**Run 1: the metal 1 layer**

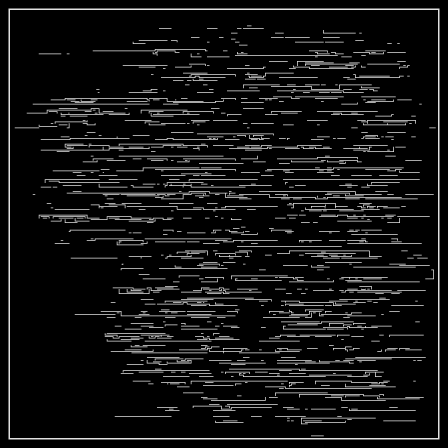
**Run 1: met2 routing**

Bar = 20 um. Cells faint in the background.
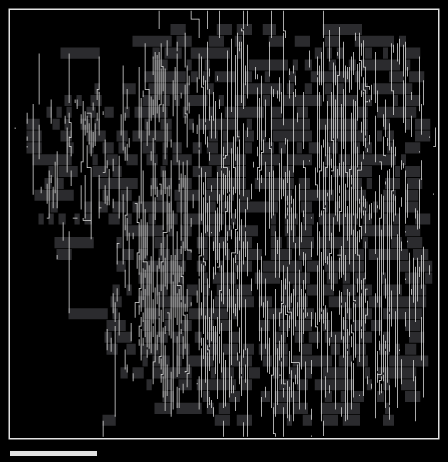
**Run 1: M3 wires**

Bar = 20 um.
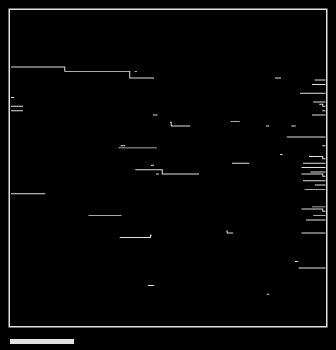
Design conv_window_accumulator, sky130hd; sources not shown.
==> out/results.txt, run 1 <==
Setup ws final = -0.246 ns
Critical path arrival = 2.24 ns
Worst VDD drop = 0.536 mV
TritonCTS Buffers = 5
Crit path required time = 1.99 ns
Yosys cell count = 326
YS chip area = 2690 um^2
Wire length on met1 = 4.14 mm
Leading area contributor after synthesis = dfrtp_1
Tightest Pin Transition = 0.569 ns
Synth Instances = 326
Synth Seq Share = 0.363
Pre-CTS setup slack = -0.596 ns
Tmin final = 2.05 ns
RSZ-0062 raised after global routing = yes
Power consumption = 7.87 mW
Height of the die = 98.3 um
Commonest Layout Cell = buf_4
Total clock sinks = 39
Fin Hold WS = 0.451 ns
Mean Syn Cell Area = 8.25 um^2
Pre-Place Util = 0.304
Global-route usage over all layers = 0.205
OpenROAD warnings = 30
Failing checks = design-rule violations, negative setup slack
Ys flop type = dfrtp_1
Tcrit/Tclk final = 1.14
Post-synthesis cell type count = 53
Area growth, synth to finish = 59.5%
Core area = 8850 um^2
Clock buffer depth = 2
Chip area = 9660 um^2
Final Hold Vio Count = 0
Final core occ = 0.485
Mapped Area = 2690 um^2
HP Class = in -> reg
Synth flops = 39
CP max FO = 2
Count of library flops with an enable pin = 0
Ant. Diodes = 0
Avg Vias per Cell = 5.26
Clk latency late pin = 0.30 ns
Status = complete, but fails checks
Total negative slack = -1.40 ns
Site row count = 34
Num ports = 44
Max-cap violations = 0
CP Capture Type = register
Top Layout Cells = buf_4 (74), nand2_1 (42), nor2_1 (38)
Post-synth ARST share = 1.00
Worst R2R Setup Slack = -0.25 ns
Leak Pwr = 1.88 nW
DR top layer = met4
# setup viols final = 11
R2R depth = 7
Antenna violations before repair = 0
Root buf cell = clkbuf_8
WL met3 = 266 um
Top cells by area = dfrtp_1 (35%), a21oi_1 (8.6%), ha_1 (8.4%)
DP Wirelength = 7.02 mm
Inst Count DP = 536
Hold Path Depth = 3
Power Density = 1830 nW/um^2
Clk_skew = 0.00683 ns
Max reg flops = 17
Startpoint Class = register
Total iterations of the first detailed-routing run = 6
Congestion Overflow GR = 0
I/O Buffers = 43
Met2 Wirelength = 5.43 mm
Final Max Slew Viols = 0
Ys Warns = 0
Max Clk Rate = 489 MHz
Area share, top type = 0.353
Post-route ant nets = 0
DRC Markers = 4
Syn Nets = 374
Die W = 98.3 um
Layout Cells excl Fill = 555
Clk slew on worst S/H paths = 0.09 ns
Largest net degree at the start of global routing = 40
Area of placed instances = 3740 um^2
Routability cong. = 0.861
CTS tree = done
Vias in the first global route = 3221
Slew HR = 0.621
# fillers = 1032
Final instance area = 4290 um^2
DRT iter0 DRCs = 87
Htree depth = 2
Average wire per standard cell = 18.2 um
Nets = 494
First-pass GRT wire length = 15.6 mm
Critical path type = reg -> reg
Busiest grt layer = met2
Layout cell share with drive strength beyond 1 = 0.342
## Picture notes: 'the metal 1 layer'
wire length on this layer: 4140 um
share of all routed wire: 41%
longest straight run: 31.3 um
main direction: horizontal
nets with wire on the layer: 446
GR Util met1: 0.234
final WL: 10.1 mm
Vias: 2922

## Picture notes: 'met2 routing'
longest straight run: 48.6 um
nets with wire on the layer: 438
met2 track utilization from global routing: 0.385

## Picture notes: 'M3 wires'
longest straight run: 20.2 um
main direction: horizontal
share of all routed wire: 2.6%
nets with wire on the layer: 38
global routing usage on met3: 0.0308

[run 1: synthesized netlist by cell type (3+ instances only)]
cell      count
a21o_1        7
a21oi_1      46
a21oi_2       3
a31oi_1       9
and2_1        3
and3_1        4
clkbuf_1      8
dfrtp_1      38
ha_1         18
inv_1         8
mux2i_1       4
nand2_1      46
nand3_1       8
nor2_1       38
nor2b_1       4
nor3_1        9
o211ai_1      3
o21ai_0      18
o21ai_1       6
xnor2_1       6
xor2_1        3
[run 1: final cells by class]
| cell class | instances | area, um^2 | area share |
|---|---|---|---|
| clock inverters | 3 | 20.0 | 0.00466 |
| flip-flops and latches | 39 | 978 | 0.228 |
| repair buffers | 125 | 1060 | 0.246 |
| multi-input cells | 266 | 2000 | 0.466 |
| well taps | 108 | 135 | 0.0315 |
| clock buffers | 5 | 68.8 | 0.0160 |
| inverters | 9 | 33.8 | 0.00787 |
[run 1: power breakdown]
part	internal [mW]	switching, mW
logic	2.77	2.85
clock network	0.271	0.378
registers	1.27	0.324
[run 1: critical path, stage by stage (launching register included)]
cell and delay, ns:
dfrtp_1 0.42, ha_4 0.25, a211oi_4 0.28, o211ai_1 0.15
a311o_1 0.31, a21oi_2 0.20, mux2i_1 0.25, o211ai_2 0.09
[run 1: cells by family after synthesis]
| kind of cell | after synthesis | share of synthesized area |
|---|---|---|
| simple gates | 122 | 0.200 |
| compound gates | 111 | 0.258 |
| flops | 39 | 0.363 |
| buf+inv | 21 | 0.0391 |
| fa+ha+maj | 19 | 0.0912 |
| xor+xnor | 9 | 0.0293 |
| mux | 5 | 0.0191 |
[run 1: what timing repair did]
item / CTS / global route
resized: 53 / 26
pin swaps: 17 / 16
setup endpoints to repair: 13 / 31
buffers inserted: 2 / 7
gates cloned: 0 / 1
hold buffers: 1 / 0
hold endpoints to repair: 38 / 0
==> run 2: changes to the inputs <==
- SLEW_MARGIN: not set -> 15
**Run 2: congestion heat map**

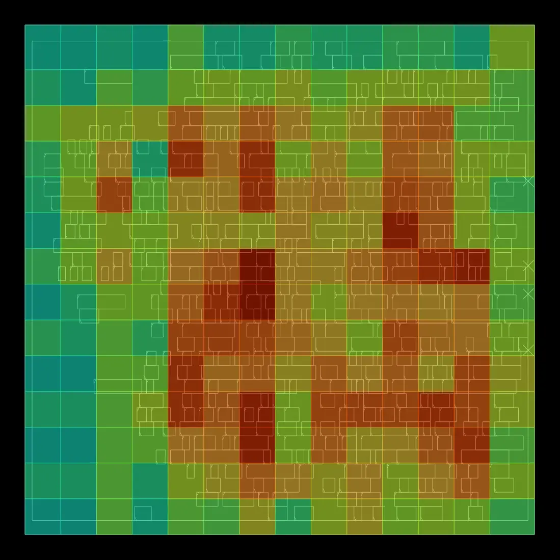
busiest grt layer: met2
average wire per standard cell: 18.2 um
final core occ: 0.485
global-route usage over all layers: 0.205

==> out/results.txt, run 2 <==
Max reg flops = 17 (unchanged)
HP Class = in -> reg (unchanged)
Max Clk Rate = 489 MHz (unchanged)
Crit path required time = 1.99 ns (about the same)
Setup ws final = -0.246 ns (unchanged)
Worst R2R Setup Slack = -0.25 ns (about the same)
Top Layout Cells = buf_4 (74), nand2_1 (42), nor2_1 (38) (unchanged)
Tightest Pin Transition = 0.569 ns (unchanged)
Max-cap violations = 0 (unchanged)
Post-synthesis cell type count = 53 (unchanged)
YS chip area = 2690 um^2 (unchanged)
RSZ-0062 raised after global routing = yes (unchanged)
CTS tree = done (unchanged)
Largest net degree at the start of global routing = 40 (unchanged)
GR Util met1 = 0.234 (unchanged)
Site row count = 34 (unchanged)
DRT iter0 DRCs = 87 (unchanged)
Slew HR = 0.621 (unchanged)
Critical path arrival = 2.24 ns (about the same)
Core area = 8850 um^2 (unchanged)
Layout cell share with drive strength beyond 1 = 0.342 (unchanged)
Slowest CP cell = dfrtp_1 (unchanged)
CP max FO = 2 (unchanged)
Total negative slack = -1.40 ns (unchanged)
Cell internal pwr = 4.32 mW (unchanged)
Chip area = 9660 um^2 (unchanged)
Power Density = 1830 nW/um^2 (unchanged)
Tcrit/Tclk final = 1.14 (unchanged)
Leak Pwr = 1.88 nW (unchanged)
Delay of the slowest cell on the worst path = 0.42 ns (about the same)
I/O Buffers = 43 (unchanged)
Avg Vias per Cell = 5.26 (unchanged)
Leading area contributor after synthesis = dfrtp_1 (unchanged)
Top cells by area = dfrtp_1 (35%), a21oi_1 (8.6%), ha_1 (8.4%) (unchanged)
Num ports = 44 (unchanged)
Startpoint Class = register (unchanged)
Tmin final = 2.05 ns (unchanged)
Congestion Overflow GR = 0 (unchanged)
Clk slew on worst S/H paths = 0.09 ns (about the same)
Root buf cell = clkbuf_8 (unchanged)
Synth flops = 39 (unchanged)
Status = complete, but fails checks (unchanged)
R2R depth = 7 (unchanged)
Total clock sinks = 39 (unchanged)
Ant. Diodes = 0 (unchanged)
Routability cong. = 0.861 (unchanged)
Height of the die = 98.3 um (unchanged)
Final WL = 10.1 mm (unchanged)
Logic pwr share = 0.715 (about the same)
Combinational gate area = 2000 um^2 (unchanged)
TritonCTS Buffers = 5 (unchanged)
Syn Nets = 374 (unchanged)
Mapped Area = 2690 um^2 (unchanged)
Yosys cell count = 326 (unchanged)
Total iterations of the first detailed-routing run = 6 (unchanged)
Failing checks = design-rule violations, negative setup slack (unchanged)
DP Wirelength = 7.02 mm (unchanged)
Die W = 98.3 um (unchanged)
OpenROAD warnings = 30 (unchanged)
Critical path cell sequence = ha_4 -> a211oi_4 -> o211ai_1 -> a311o_1 -> a21oi_2 -> mux2i_1 -> o211ai_2 (unchanged)
# setup viols final = 11 (unchanged)
First-pass GRT wire length = 15.6 mm (unchanged)
Global routing usage on met3 = 0.0308 (unchanged)
Pre-Place Util = 0.304 (unchanged)
Final Hold Vio Count = 0 (unchanged)
Vias in the first global route = 3221 (unchanged)
Final Max Slew Viols = 0 (unchanged)
Clock power share = 0.083 (about the same)
Commonest Layout Cell = buf_4 (unchanged)
Clock buffer depth = 2 (unchanged)
Area growth, synth to finish = 59.5% (unchanged)
Worst VDD drop = 0.536 mV (unchanged)
Synth Seq Share = 0.363 (unchanged)
Htree depth = 2 (unchanged)
DRC Markers = 4 (unchanged)
**Run 2: signal wires on met4**

Cells faint in the background.
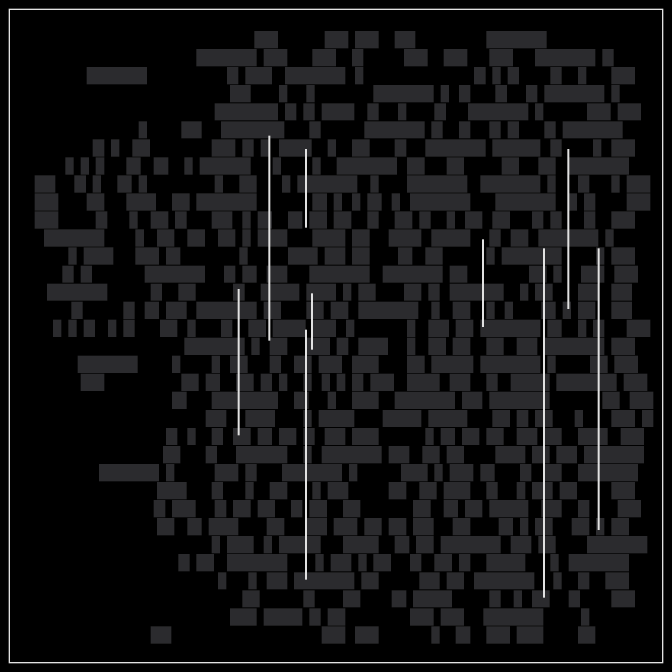
wire length on this layer: 241 um
main direction: vertical
nets with wire on the layer: 9
share of all routed wire: 2.4%
longest straight run: 52.4 um

-- run 2: final cells by class --
class | count | share of cell area
Timing Repair Buffer | 125 | 0.246
Inverter | 9 | 0.00787
Clock buffer | 5 | 0.0160
Tap cell | 108 | 0.0315
Multi-Input combinational cell | 266 | 0.466
Sequential cell | 39 | 0.228
Clock inverter | 3 | 0.00466
-- run 2: what timing repair did --
| item | 4_1_cts | 5_1_grt |
|---|---|---|
| buffers inserted | 2 | 7 |
| gates cloned | 0 | 1 |
| pin swaps | 17 | 16 |
| resized | 53 | 26 |
| endpoints found under the setup margin | 13 | 31 |
| hold buffers | 1 | 0 |
| hold endpoints to repair | 38 | 0 |
-- run 2: cells by family after synthesis --
kind of cell,after synthesis,share of synthesized area
flops,39,0.363
buf+inv,21,0.0391
compound gates,111,0.258
simple gates,122,0.200
xor+xnor,9,0.0293
fa+ha+maj,19,0.0912
mux,5,0.0191
-- run 2: power by group through the flow --
stage          Clock (mW)  Combinational (mW)  Sequential, mW
2_1_floorplan           0                2.38            1.71
3_3_place_gp            0                4.46            1.54
3_5_place_dp            0                4.57            1.56
4_1_cts             0.662                5.15            1.58
5_1_grt             0.696                6.09            1.64
6_report            0.649                5.62            1.59
-- run 2: metrics by stage --
stage	total power [mW]	instances	setup slack (ns)
detailed placement	6.12	536	-0.596
global placement	6.00	536	-0.531
finish	7.87	555	-0.246
global route	8.43	555	-0.309
CTS	7.39	547	-0.184
floorplan	4.09	326	-0.109
-- run 2: layer usage --
metal,vias to the layer above,wire length [um]
met5,-,0
met3,18,266
met4,0,240
li1,1408,-
met1,1444,4140
met2,52,5430
-- run 2: worst max-delay path: cells and delay by family (launching register included) --
family	cells	cell delay, ns
mux	1	0.25
compound gates	5	1.03
fa+ha+maj	1	0.25
flops	1	0.42
Power is estimated from default activity; no workload was simulated.
